Figure 1. Metal layers overlaid (run 1).
(1.5 px per um)
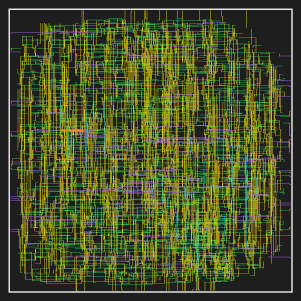
Figure 2. Gate families picked out (run 1).
(1.5 px per um)
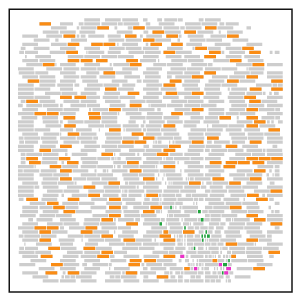
Figure 3. Clock wires, drivers and flops (run 1).
(2 px per um)
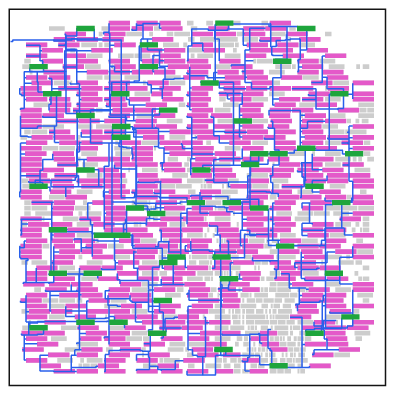
[src/rtl/fwft_fifo_prog_if.sv]
// Stream-side bundle for fwft_fifo_prog: producer/consumer controls and FIFO status.
// Define FWFT_FIFO_ERR_FLAGS_EN to add err_clr, overflow and underflow.
interface fwft_fifo_prog_if #(
    parameter int unsigned DATA_WIDTH = 32,
    parameter int unsigned ADDR_WIDTH = 4
) ();
    logic                  flush;
    logic                  wr;
    logic [DATA_WIDTH-1:0] wr_data;
    logic                  full;
    logic                  almost_full;
    logic                  rd;
    logic [DATA_WIDTH-1:0] rd_data;
    logic                  empty;
    logic                  almost_empty;
    logic [ADDR_WIDTH:0]   count;
`ifdef FWFT_FIFO_ERR_FLAGS_EN
    logic                  err_clr;
    logic                  overflow;
    logic                  underflow;
`endif

    modport master (
        output flush, wr, wr_data, rd,
`ifdef FWFT_FIFO_ERR_FLAGS_EN
        output err_clr,
        input  overflow, underflow,
`endif
        input  full, almost_full, rd_data, empty, almost_empty, count
    );

    modport slave (
        input  flush, wr, wr_data, rd,
`ifdef FWFT_FIFO_ERR_FLAGS_EN
        input  err_clr,
        output overflow, underflow,
`endif
        output full, almost_full, rd_data, empty, almost_empty, count
    );
endinterface

[src/rtl/fwft_fifo_prog.sv]
// First-word-fall-through FIFO with registered count, programmable almost flags and flush.
// Define FWFT_FIFO_ERR_FLAGS_EN to add sticky overflow/underflow flags with err_clr.
module fwft_fifo_prog #(
    parameter int unsigned DATA_WIDTH = 32,
    parameter int unsigned ADDR_WIDTH = 4,
    parameter int unsigned AF_THRESH  = 2**ADDR_WIDTH - 2,
    parameter int unsigned AE_THRESH  = 2
) (
    input logic             clk,
    input logic             arst_n,
    fwft_fifo_prog_if.slave bus
);
    localparam int unsigned DEPTH = 2**ADDR_WIDTH;
    localparam logic [ADDR_WIDTH:0] DepthCnt = (ADDR_WIDTH+1)'(DEPTH);
    localparam logic [ADDR_WIDTH:0] AfThresh = (ADDR_WIDTH+1)'(AF_THRESH);
    localparam logic [ADDR_WIDTH:0] AeThresh = (ADDR_WIDTH+1)'(AE_THRESH);

    logic [DATA_WIDTH-1:0] mem [DEPTH];

    logic [ADDR_WIDTH-1:0] wr_ptr_q, wr_ptr_d;
    logic [ADDR_WIDTH-1:0] rd_ptr_q, rd_ptr_d;
    logic [ADDR_WIDTH:0]   count_q, count_d;
    logic                  empty_q, full_q, almost_empty_q, almost_full_q;
    logic                  wr_acc, rd_acc;

    // Accept decisions use registered flags only, so boundary collisions resolve predictably.
    assign wr_acc = bus.wr & ~full_q & ~bus.flush;
    assign rd_acc = bus.rd & ~empty_q & ~bus.flush;

    always_comb begin
        wr_ptr_d = wr_ptr_q;
        rd_ptr_d = rd_ptr_q;
        count_d  = count_q;
        if (bus.flush) begin
            wr_ptr_d = '0;
            rd_ptr_d = '0;
            count_d  = '0;
        end else begin
            if (wr_acc) wr_ptr_d = wr_ptr_q + ADDR_WIDTH'(1);
            if (rd_acc) rd_ptr_d = rd_ptr_q + ADDR_WIDTH'(1);
            unique case ({wr_acc, rd_acc})
                2'b10:   count_d = count_q + (ADDR_WIDTH+1)'(1);
                2'b01:   count_d = count_q - (ADDR_WIDTH+1)'(1);
                default: count_d = count_q;
            endcase
        end
    end

    always_ff @(posedge clk or negedge arst_n) begin
        if (!arst_n) begin
            wr_ptr_q       <= '0;
            rd_ptr_q       <= '0;
            count_q        <= '0;
            empty_q        <= 1'b1;
            full_q         <= 1'b0;
            almost_empty_q <= 1'b1;
            almost_full_q  <= 1'b0;
        end else begin
            wr_ptr_q       <= wr_ptr_d;
            rd_ptr_q       <= rd_ptr_d;
            count_q        <= count_d;
            empty_q        <= (count_d == '0);
            full_q         <= (count_d == DepthCnt);
            almost_empty_q <= (count_d <= AeThresh);
            almost_full_q  <= (count_d >= AfThresh);
        end
    end

    // Storage is not reset; only pointers and count define validity.
    always_ff @(posedge clk) begin
        if (wr_acc) mem[wr_ptr_q] <= bus.wr_data;
    end

    assign bus.rd_data      = empty_q ? '0 : mem[rd_ptr_q];
    assign bus.count        = count_q;
    assign bus.empty        = empty_q;
    assign bus.full         = full_q;
    assign bus.almost_empty = almost_empty_q;
    assign bus.almost_full  = almost_full_q;

`ifdef FWFT_FIFO_ERR_FLAGS_EN
    logic overflow_q, overflow_d;
    logic underflow_q, underflow_d;

    // A set event beats err_clr in the same cycle; flush discards the request entirely.
    always_comb begin
        overflow_d  = overflow_q;
        underflow_d = underflow_q;
        if (bus.flush) begin
            overflow_d  = 1'b0;
            underflow_d = 1'b0;
        end else begin
            if (bus.wr & full_q)       overflow_d = 1'b1;
            else if (bus.err_clr)      overflow_d = 1'b0;
            if (bus.rd & empty_q)      underflow_d = 1'b1;
            else if (bus.err_clr)      underflow_d = 1'b0;
        end
    end

    always_ff @(posedge clk or negedge arst_n) begin
        if (!arst_n) begin
            overflow_q  <= 1'b0;
            underflow_q <= 1'b0;
        end else begin
            overflow_q  <= overflow_d;
            underflow_q <= underflow_d;
        end
    end

    assign bus.overflow  = overflow_q;
    assign bus.underflow = underflow_q;
`endif
endmodule
[src/flat_wrapper.sv]
// flat-port wrapper written by rule: the top's interface ports become plain ports
module fwft_fifo_prog_flat 
#(
    parameter int unsigned DATA_WIDTH = 32,
    parameter int unsigned ADDR_WIDTH = 4,
    parameter int unsigned AF_THRESH  = 2**ADDR_WIDTH - 2,
    parameter int unsigned AE_THRESH  = 2
)
  (clk, arst_n, bus_flush, bus_wr, bus_wr_data, bus_rd, bus_full, bus_almost_full, bus_rd_data, bus_empty, bus_almost_empty, bus_count);
  fwft_fifo_prog_if #(.DATA_WIDTH(DATA_WIDTH), .ADDR_WIDTH(ADDR_WIDTH)) bus_i ();
  input logic clk;
  input logic arst_n;
  input wire logic [$bits(bus_i.flush)-1:0] bus_flush;
  input wire logic [$bits(bus_i.wr)-1:0] bus_wr;
  input wire logic [$bits(bus_i.wr_data)-1:0] bus_wr_data;
  input wire logic [$bits(bus_i.rd)-1:0] bus_rd;
  output wire logic [$bits(bus_i.full)-1:0] bus_full;
  output wire logic [$bits(bus_i.almost_full)-1:0] bus_almost_full;
  output wire logic [$bits(bus_i.rd_data)-1:0] bus_rd_data;
  output wire logic [$bits(bus_i.empty)-1:0] bus_empty;
  output wire logic [$bits(bus_i.almost_empty)-1:0] bus_almost_empty;
  output wire logic [$bits(bus_i.count)-1:0] bus_count;
  assign bus_i.flush = bus_flush;
  assign bus_i.wr = bus_wr;
  assign bus_i.wr_data = bus_wr_data;
  assign bus_i.rd = bus_rd;
  assign bus_full = bus_i.full;
  assign bus_almost_full = bus_i.almost_full;
  assign bus_rd_data = bus_i.rd_data;
  assign bus_empty = bus_i.empty;
  assign bus_almost_empty = bus_i.almost_empty;
  assign bus_count = bus_i.count;
  fwft_fifo_prog #(.DATA_WIDTH(DATA_WIDTH), .ADDR_WIDTH(ADDR_WIDTH), .AF_THRESH(AF_THRESH), .AE_THRESH(AE_THRESH)) u_core (.clk(clk), .arst_n(arst_n), .bus(bus_i));
endmodule
[config.mk]
export PLATFORM = sky130hd
export DESIGN_NAME = fwft_fifo_prog_flat
export DESIGN_NICKNAME = d
export VERILOG_FILES = /design/src/rtl/fwft_fifo_prog_if.sv /design/src/rtl/fwft_fifo_prog.sv /design/src/flat_wrapper.sv
export SDC_FILE = /design/constraint.sdc
export NUM_CORES = 1
export LEC_CHECK = 0
export ABC_CLOCK_PERIOD_IN_PS = 7520
export CAP_MARGIN = 20
export CORE_MARGIN = 5
export CORE_UTILIZATION = 65
export CTS_CLUSTER_DIAMETER = 60
export DETAILED_ROUTE_END_ITERATION = 8
export GPL_TIMING_DRIVEN = 0
export PLACE_DENSITY_LB_ADDON = 0.12
export SETUP_SLACK_MARGIN = 0.05
export SYNTH_ARGS = -nofsm -noshare
export SYNTH_HDL_FRONTEND = slang
export SYNTH_SLANG_ARGS = --single-unit
export TNS_END_PERCENT = 100
[constraint.sdc]
create_clock -name clk -period 7.52 [get_ports clk]
set_input_delay 2.256 -clock clk [delete_from_list [all_inputs] [get_ports clk]]
set_output_delay 2.256 -clock clk [all_outputs]
set_load 0.03 [all_outputs]
==> summary.txt, run 1 <==
The synthesis and PnR run went through. Counting flops and latches in the post-synthesis netlist gives 529. OpenSTA, run right after detailed placement, puts the worst setup slack at 1.509 ns. Number of logged tool warnings landed at 31. around 290 cells are multi-input combinational gates. Netlist area before placement landed at 20460 um^2.

Portion of the layout cell area used by non-clock buffers landed at around 6.3%. After layout, the clock buffer instance count stands at 58. The final report lists a non-filler cell total of 1474. Number of design-rule violations left by the first detailed-router iteration landed at ~1.1k. Quantity of I/O buffers inserted on ports landed at 76.

The via count of the first global-routing pass is 10.17k. Max-capacitance violation count landed at 0. Number of non-clock buffers in the layout landed at 155. Entering global routing, the biggest net connects 22 pins.

Maximum number of buffers from clock root to sink landed at 3. The worst path in the final design needs a cycle of 6.220 ns, including I/O delays and setup. Setup repair after global routing left no endpoint under its margin. Utilization of the core after routing landed at 76.48%.

In this run the core area contains ~65 standard-cell rows. Number of enable flip-flop cells landed at 512. Total congestion overflow landed at 0. The die covers 35130 um^2. The largest single stage delay on the critical path is 0.75 ns. Placement-stage cell area landed at 22320 um^2.

Count of inverters other than clock inverters in the layout landed at 3. Count of endpoints failing setup in the final report landed at 0. On the critical path, the stage with the largest delay is an instance of clkbuf_1. Count of flip-flops and latches landed at 529.

The final critical path takes up between 80% and 90% of the cycle. In the routed design, unresolved DRC markers number 0. The fraction of cell area in multi-input combinational cells is reported as 18.91%.

Number of placed I/O pins landed at slightly below 80. Async set-reset flop share out of synthesis landed at 3.214%. Number of inserted diodes landed at 1. Storage element area landed at 15800 um^2. The report puts the cell count of the worst reg-to-reg path at 11.

Per STA, the startpoint of the critical path is u_core.rd_ptr_q[1]$_DFFE_PN0P_. The number of placed instances, taps included, is 1377. Vertical die dimension landed at 187.4 um. Per the timing report, the achievable frequency comes out to roughly 0.16 GHz. The signal on the critical path passes through clkbuf_1, clkbuf_1, mux4_2, mux4_2, nor2b_1, clkdlybuf4s50_1. Total number of clock tree sinks landed at 529. The design draws 0.006208 W. Fraction of standard cell area that is sequential landed at 65.99%.

Before placement the cells fill between 60% and 70% of the core. The largest total area in the synthesized netlist belongs to edfxtp_1. The iteration count recorded for the first detailed-route pass is 5.

Sorting the synthesis cell report by count puts at the top edfxtp_1. Routability-driven placement finished with a final weighted congestion of 0.7459. Warnings reported by Yosys during synthesis add up to 0.

In the setup report, the worst path falls into the class reg -> out. The leakage component of the power was reported as 7.436 nW. Looking at the clock tree report, the root buffer type is clkbuf_16. Post-synthesis net count landed at 915. Number of well taps landed at 402.

Combinational gate area landed at 4528 um^2. The flow ran to the end, and the final reports show no timing, DRC or antenna violations. The worst register-to-register path has a setup slack of 3.73 ns. Post-detailed-route count of antenna-violating nets landed at 0.

Worst hold-check slack landed at around 0.66 ns. Per the CTS log, the maximum H-tree level is 2. The type recorded for the worst min-delay path is reg -> reg.

Number of nets in the finished design landed at 1075. Number of slew-limit violations in the final report landed at 0. Gate count after technology mapping landed at 870. The arrival time of data at the worst endpoint is listed as 3.96 ns. The stat command in Yosys gives a chip area of 20460 um^2. Fraction of final layout cells with drive strength greater than 1 landed at between 20% and 30%. Clock buffer and inverter area fraction after layout landed at about 6.7%. The worst path meets setup with 1.300 ns of slack. Sequential share of the synthesized area landed at 77.22%. Core footprint landed at 31310 um^2. The most critical setup path has its endpoint at bus_rd_data[22]. The synthesis report lists the most area-consuming cells as edfxtp_1 (75%), mux4_2 (18%), dfrtp_1 (1.8%). The data required time reported for the critical path is 5.26 ns. Gates resized during post-CTS repair numbered 0. The die is approximately 190 um wide. The worst hold path begins at u_core.wr_ptr_q[0]$_DFFE_PN0P_.

The endpoint of the worst hold path is reported as u_core.wr_ptr_q[0]$_DFFE_PN0P_. After synthesis, the netlist uses 35 different library cells. Summed over all failing endpoints, the final setup total negative slack is 0 ns. Of all nets on the critical path, the largest fanout is 10. Per STA, the worst path accumulates the most delay in the family buffers and inverters.

Looking at the max-slew report, the worst-margin pin has a slew of 1.069 ns. The worst setup path is captured at an output port. After clock tree synthesis, the setup repair step added 0 buffers. Post-synth the commonest register cell is edfxtp_1.

Global-route wire length before repair landed at 67450 um. Number of hold-repair buffers added at the cts stage landed at 0. TritonCTS created ~51 clock buffers. Worst hold path depth landed at 2. Number of vias per cell after detailed routing landed at ~6.7. Worst supply voltage drop on vdd landed at 0.0002171 V. The worst register-to-register path begins at u_core.bus.empty$_DFF_PN1_. Clock-pin slew was measured on the worst setup and hold paths at 0.06 ns.
## Picture notes: Figure 1
- purple: metal 3 (wire length 3450 um)
- green: metal 1 (wire length 17400 um)
- cyan: metal 4 (wire length 1060 um)
- orange: metal 5 (wire length 13.8 um)
- yellow: metal 2 (wire length 24.1 mm)
gr usage total: 26.59%
routed via count: 9825
Avg WL per Cell: 31.21 um
total detailed-routing wirelength: 46000 um

## Picture notes: Figure 2
- green: NAND gates (cells 14)
- magenta: AND-OR and OR-AND gates (cells 5; where lower right)
- orange: multiplexers (cells 164; where all over the die)

## Picture notes: Figure 3
- magenta: flip-flops (count 529)
- blue: clock wires (length 5410 um)
- green: clock drivers (count 51)
- flops lie: all over the die
Clock Skew: 0.01460 ns
clock insertion delay at the later pin of the skew report: 0.55 ns
part of the total power dissipated in the clock network: 39.4%
power consumed by the clock network: 0.00245 W

==> run 1: cells in the final DEF (no fill, tap or decap), types with 5 or more instances in the layout <==
| master | n |
|---|---|
| nor2b_1 | 39 |
| dfrtp_1 | 15 |
| xor2_1 | 7 |
| clkinv_2 | 11 |
| bufinv_16 | 5 |
| clkbuf_16 | 51 |
| buf_4 | 10 |
| nor2_1 | 19 |
| ha_1 | 8 |
| mux4_2 | 160 |
| edfxtp_1 | 512 |
| buf_12 | 11 |
| clkdlybuf4s50_1 | 76 |
| clkbuf_1 | 30 |
| clkinv_1 | 17 |
| buf_1 | 9 |
| nor2_4 | 12 |
| buf_8 | 9 |
| buf_6 | 10 |
| nand2_1 | 9 |
==> run 1: power by group <==
| part | switching [W] | internal, W |
|---|---|---|
| combinational | 0.000262 | 0.000226 |
| clock | 0.00104 | 0.00141 |
| sequential | 0.0000136 | 0.00326 |
| total | 0.00131 | 0.00490 |
==> run 1: kinds of logic after synthesis <==
group	synth area share, %
mux	17.81
simple gates	2.464
buf+inv	1.186
xor+xnor	0.4280
compound gates	0.3974
fa+ha+maj	0.4892
flops	77.22
==> run 1: routing by layer <==
layer	part of all wire [%]	up-vias	global-route usage, %	wire (um)
met3	7.5	88	4.629	3454
met2	52	529	45.78	24100
met5	0.028	-	0	13
met1	38	5195	36.47	17360
li1	-	4011	-	-
met4	2.3	2	6.635	1062
==> run 1: worst min-delay path: stages, from the launching register on <==
cell,delay (ns)
dfrtp_1,0.44
xnor2_1,0.15
nor2_1,0.04
==> run 1: registers in the layout, summed over array words and instances, names as in the netlist <==
signal and count:
u_core.rd_ptr_q 4, u_core.bus.full 1, u_core.wr_ptr_q 4, u_core.bus.empty 1, u_core.bus.almost_empty 1, u_core.bus.count 5
u_core.bus.almost_full 1, u_core.mem 512
Figure 4. Metal 3 (run 1).
(2 px per um)
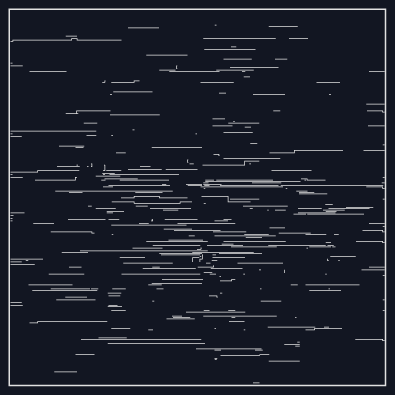

## Run 2: what changed since run 1
--- a/config.mk
+++ b/config.mk
@@ -5,10 +5,10 @@
 export SDC_FILE = /design/constraint.sdc
 export NUM_CORES = 1
 export LEC_CHECK = 0
-export ABC_CLOCK_PERIOD_IN_PS = 7520
+export ABC_CLOCK_PERIOD_IN_PS = 6250
 export CAP_MARGIN = 20
 export CORE_MARGIN = 5
-export CORE_UTILIZATION = 65
+export CORE_UTILIZATION = 60
 export CTS_CLUSTER_DIAMETER = 60
 export DETAILED_ROUTE_END_ITERATION = 8
 export GPL_TIMING_DRIVEN = 0
==> constraint.sdc (replaced) <==
create_clock -name clk -period 6.25 [get_ports clk]
set_input_delay 1.875 -clock clk [delete_from_list [all_inputs] [get_ports clk]]
set_output_delay 1.875 -clock clk [all_outputs]
set_load 0.03 [all_outputs]
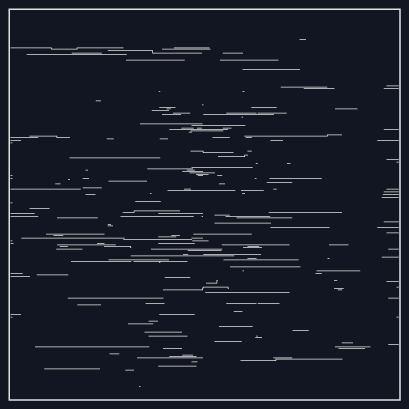
Figure 5: run 2, metal 3.
(2 px per um)
- nets with wire on the layer: 133
- longest straight run: 56.8 um
- wire length on this layer: 2740 um

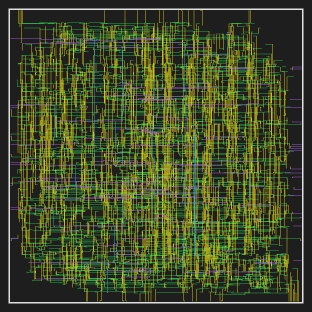
Figure 6: run 2, metal layers overlaid.
(1.5 px per um)
- cyan: metal 4 (wire length 661 um)
- green: metal 1 (wire length 17700 um)
- purple: metal 3 (wire length 2740 um)
- yellow: metal 2 (wire length 21.7 mm)

==> run 2 against run 1 <==
Compared with the run above: utilization fell by 5.3 points; critical endpoint is now bus_rd_data[27]; clock power up 16%; final cell count is 2.8% higher.
==> summary.txt, run 2 <==
The synthesis and PnR run went through. Setup repair after global routing missed its margin: no (unchanged). Number of logged tool warnings landed at 30 (was 31). Number of flip-flops and latches in the synthesized netlist landed at 529 (unchanged).

Crit path cell chain: clkbuf_1, buf_1, mux4_2, mux4_2, nor2b_1, clkdlybuf4s50_1 (was clkbuf_1, clkbuf_1, mux4_2, mux4_2, nor2b_1, clkdlybuf4s50_1). Number of hold-repair buffers added at the cts stage landed at 0 (unchanged). The type of element launching the critical path was a register (unchanged). The number of cells in Yosys stat came to 870 (unchanged). The top cell family by delay on the critical path was buffers and inverters (unchanged). Final non-filler cell total landed at 1515 (was 1474). Status: completed (unchanged). Final clock period utilization by the worst path landed at 96.33%.

The number of failing hold endpoints at the final stage is 0 (unchanged). Number of vias after detailed routing landed at 9568 (was 9825). The element type at the critical path end was an output port (unchanged).

Number of slew-limit violations in the final report landed at 0 (unchanged). Vertical die dimension landed at 194.7 um (was 187.4 um). The endpoint required time on the critical path was 4.38 ns (was 5.26 ns). The core footprint was 33620 um^2 (was 31310 um^2). Average wire per standard cell landed at 28.29 um (was 31.21 um). Largest cells by area after synthesis: edfxtp_1 (75%), mux4_2 (18%), dfrtp_1 (1.8%) (unchanged).

Slew at the pin closest to its max-slew limit landed at 1.082 ns (was 1.069 ns). The site row count came to 67 (was 65). The type of the most critical hold path is reg -> reg (unchanged). The slowest library cell on the worst path is buf_1 (was clkbuf_1). The count of different cell masters after synthesis came to 35 (unchanged). Internal reg-to-reg setup slack landed at 2.69 ns (was 3.73 ns). The cell that appears most often on the critical path is mux4_2. Initial antenna violation count landed at 0 (was 2).

The endpoint arrival time on the critical path was 4.15 ns (was 3.96 ns). The top flip-flop cell by instance count after synthesis was edfxtp_1 (unchanged). The utilization of the core after routing is 71.19% (was 76.48%). The number of placed I/O pins came to 78 (unchanged). Number of design rule violations left after detail routing landed at 0 (unchanged). The fraction of synthesized cell area taken by the top area cell type came to 75.13% (unchanged). Deepest level of the CTS H-tree landed at 2 (unchanged). Final non-filler cell area landed at 23930 um^2 (was 23950 um^2). The number of inserted diodes is 0 (was 1). The power per cell area is 307.2 nW/um^2 (was 259.2 nW/um^2).

Total of cells resized after clock tree synthesis landed at 0 (unchanged). The worst-case setup margin in the final layout came to 0.2292 ns (was 1.300 ns). The routability-driven placement congestion ratio is 0.7675 (was 0.7459). Total instance count after detailed placement landed at 1422 (was 1377).

Total number of clock tree sinks landed at 529 (unchanged). Time the worst path needs with I/O delays and setup landed at 6.021 ns. The fraction of final layout cells with drive strength greater than 1 is 27.37% (was 27.73%). The placement-stage cell area came to 22360 um^2 (was 22320 um^2). The total congestion overflow is 0 (unchanged).

Path depth of the worst reg2reg path landed at 12 (was 11). The type of the setup path with the least slack is reg -> out (unchanged). The layout overhead on the synthesized area was 16.94% (was 17.03%). The number of vias per cell after detailed routing is 6.316 (was 6.666). The number of design-rule violations left by the first detailed-router iteration came to 786 (was 1140). The stage delay of the slowest cell on the critical path is 0.86 ns (was 0.75 ns). In this build the clock could be raised as far as roughly 0.17 GHz. The leading area contributor after synthesis is edfxtp_1 (unchanged). Combinational gate area landed at 4528 um^2 (unchanged). The end point of the critical path was bus_rd_data[27] (was bus_rd_data[22]). Post-CTS setup repair buffer count landed at 0 (unchanged). Total die size landed at 37900 um^2 (was 35130 um^2). The most common cell after layout, fill and taps aside is edfxtp_1 (unchanged). The total power is 0.007350 W (was 0.006208 W). Number of nets in the finished design landed at 1075 (unchanged). The post-detailed-route count of antenna-violating nets was 0 (unchanged). The number of flip-flops under the largest register name came to 512 (unchanged). Sequential share of the synthesized area landed at 77.22% (unchanged). The reg-to-reg endpoint was u_core.bus.almost_empty$_DFF_PN1_ (unchanged).

Post-synth top cells: edfxtp_1 (512), mux4_2 (160), nor2b_1 (39) (unchanged). Async set-reset flop share out of synthesis landed at 3.214% (unchanged). Quantity of I/O buffers inserted on ports landed at 76 (unchanged). Global-route wire length before repair landed at 64300 um (was 67450 um). Post-synthesis net count landed at 915 (unchanged). Number of buffers created by CTS landed at 52 (was 51). The initial cell density of the core was 60.87% (was 65.35%). The filler cell count in the final layout came to 1972 (was 1573).

The sum of net half-perimeters after detailed placement came to 26410 um (was 27240 um). The maximum fanout count along the critical path was 10 (unchanged). The count of endpoints failing setup in the final report came to 0 (unchanged). The number of warnings reported in the yosys synthesis log was 0 (unchanged). The worst clock skew came to 0.01948 ns (was 0.01460 ns).

Most instantiated logic cells after routing: edfxtp_1 (512), mux4_2 (160), clkdlybuf4s50_1 (76) (unchanged). Synthesized area divided by synthesized cell count landed at 23.52 um^2 (unchanged). Worst hold-check slack landed at 0.6532 ns (was 0.6636 ns). The max-capacitance violation count is 0 (unchanged).

The die span in x is 194.7 um (was 187.4 um). The number of enable flip-flop cells is 512 (unchanged). The critical path launch point is u_core.rd_ptr_q[1]$_DFFE_PN0P_ (unchanged).

The master cell of the clock root buffer is clkbuf_16 (unchanged). Aggregate negative setup slack landed at 0 ns (unchanged). The gate count after technology mapping is 870 (unchanged). The netlist area before placement is 20460 um^2 (unchanged). Largest net degree at the start of global routing landed at 24 (was 22).

Storage element area landed at 15800 um^2 (unchanged). The register ranked first by flip-flop count was u_core.mem (unchanged). The most repeated cell in the gate-level netlist after synthesis was edfxtp_1 (unchanged). Buffer-and-inverter tally for the worst setup path landed at 3 (unchanged).

The count of TritonRoute iterations in the first routing pass was 5 (unchanged). Pre-CTS worst setup slack landed at 0.7629 ns (was 1.509 ns). Total length of routed wires landed at 42860 um (was 46000 um).

The number of cells on the critical path came to 6 (unchanged). The overall global routing resource usage was 22.99% (was 26.59%). Chip area in the Yosys report landed at 20460 um^2 (unchanged). The via count of the first global-routing pass came to 10.13k (was 10.17k). Reported leakage power landed at 7.400 nW (was 7.436 nW). Worst supply voltage drop on vdd landed at 0.0002459 V (was 0.0002171 V). The clock latency reported for the late side of the worst-skew pair was 0.56 ns (was 0.55 ns).

The CTS tree is yes (unchanged). The maximum number of buffers from clock root to sink was 3 (unchanged). The clock input transition at the sequential cells of the worst setup and hold paths is 0.06 ns (about the same). The worst slew margin relative to its limit is 27.88% (was 28.32%). The launching point of the worst reg2reg path is u_core.bus.full$_DFF_PN0_ (was u_core.bus.empty$_DFF_PN1_).
## run 2: area by class of cell
type / instances / share of cell area, %
Buffer: 48 / 0.9673
Multi-Input combinational cell: 290 / 18.92
Inverter: 3 / 0.04706
Clock buffer: 70 / 5.898
Clock inverter: 21 / 0.5542
Tap cell: 448 / 2.342
Sequential cell: 529 / 66.04
Timing Repair Buffer: 106 / 5.234
## run 2: worst min-delay path by stage
stage                                     endpoint  cells after the start  slack, ns                      startpoint
global placement    u_core.wr_ptr_q[0]$_DFFE_PN0P_                      2       0.62  u_core.wr_ptr_q[0]$_DFFE_PN0P_
global route        u_core.wr_ptr_q[0]$_DFFE_PN0P_                      2       0.67  u_core.wr_ptr_q[0]$_DFFE_PN0P_
finish              u_core.wr_ptr_q[0]$_DFFE_PN0P_                      2       0.65  u_core.wr_ptr_q[0]$_DFFE_PN0P_
CTS                 u_core.wr_ptr_q[0]$_DFFE_PN0P_                      2       0.66  u_core.wr_ptr_q[0]$_DFFE_PN0P_
detailed placement  u_core.wr_ptr_q[0]$_DFFE_PN0P_                      2       0.65  u_core.wr_ptr_q[0]$_DFFE_PN0P_
floorplan           u_core.wr_ptr_q[0]$_DFFE_PN0P_                      2       0.58  u_core.wr_ptr_q[0]$_DFFE_PN0P_
## run 2: cell families after synthesis
group	Yosys count	share of synthesized area [%]
mux	164	17.81
buf+inv	51	1.186
xor+xnor	10	0.4280
simple gates	97	2.464
compound gates	11	0.3974
flops	529	77.22
fa+ha+maj	8	0.4892
## run 2: power breakdown
part	internal (W)	switching, W
Sequential	0.00392	0.0000160
Combinational	0.000271	0.000309
Clock	0.00162	0.00122
## run 2: metal layers
layer  up-vias  wire, um  GRT usage (%)
li1       3989         -              -
met1      5173     17730          32.77
met2       356     21730          38.46
met3        50      2739          4.449
met4         0       660          4.453
met5         -         0              0
Power is estimated from default activity; no workload was simulated.
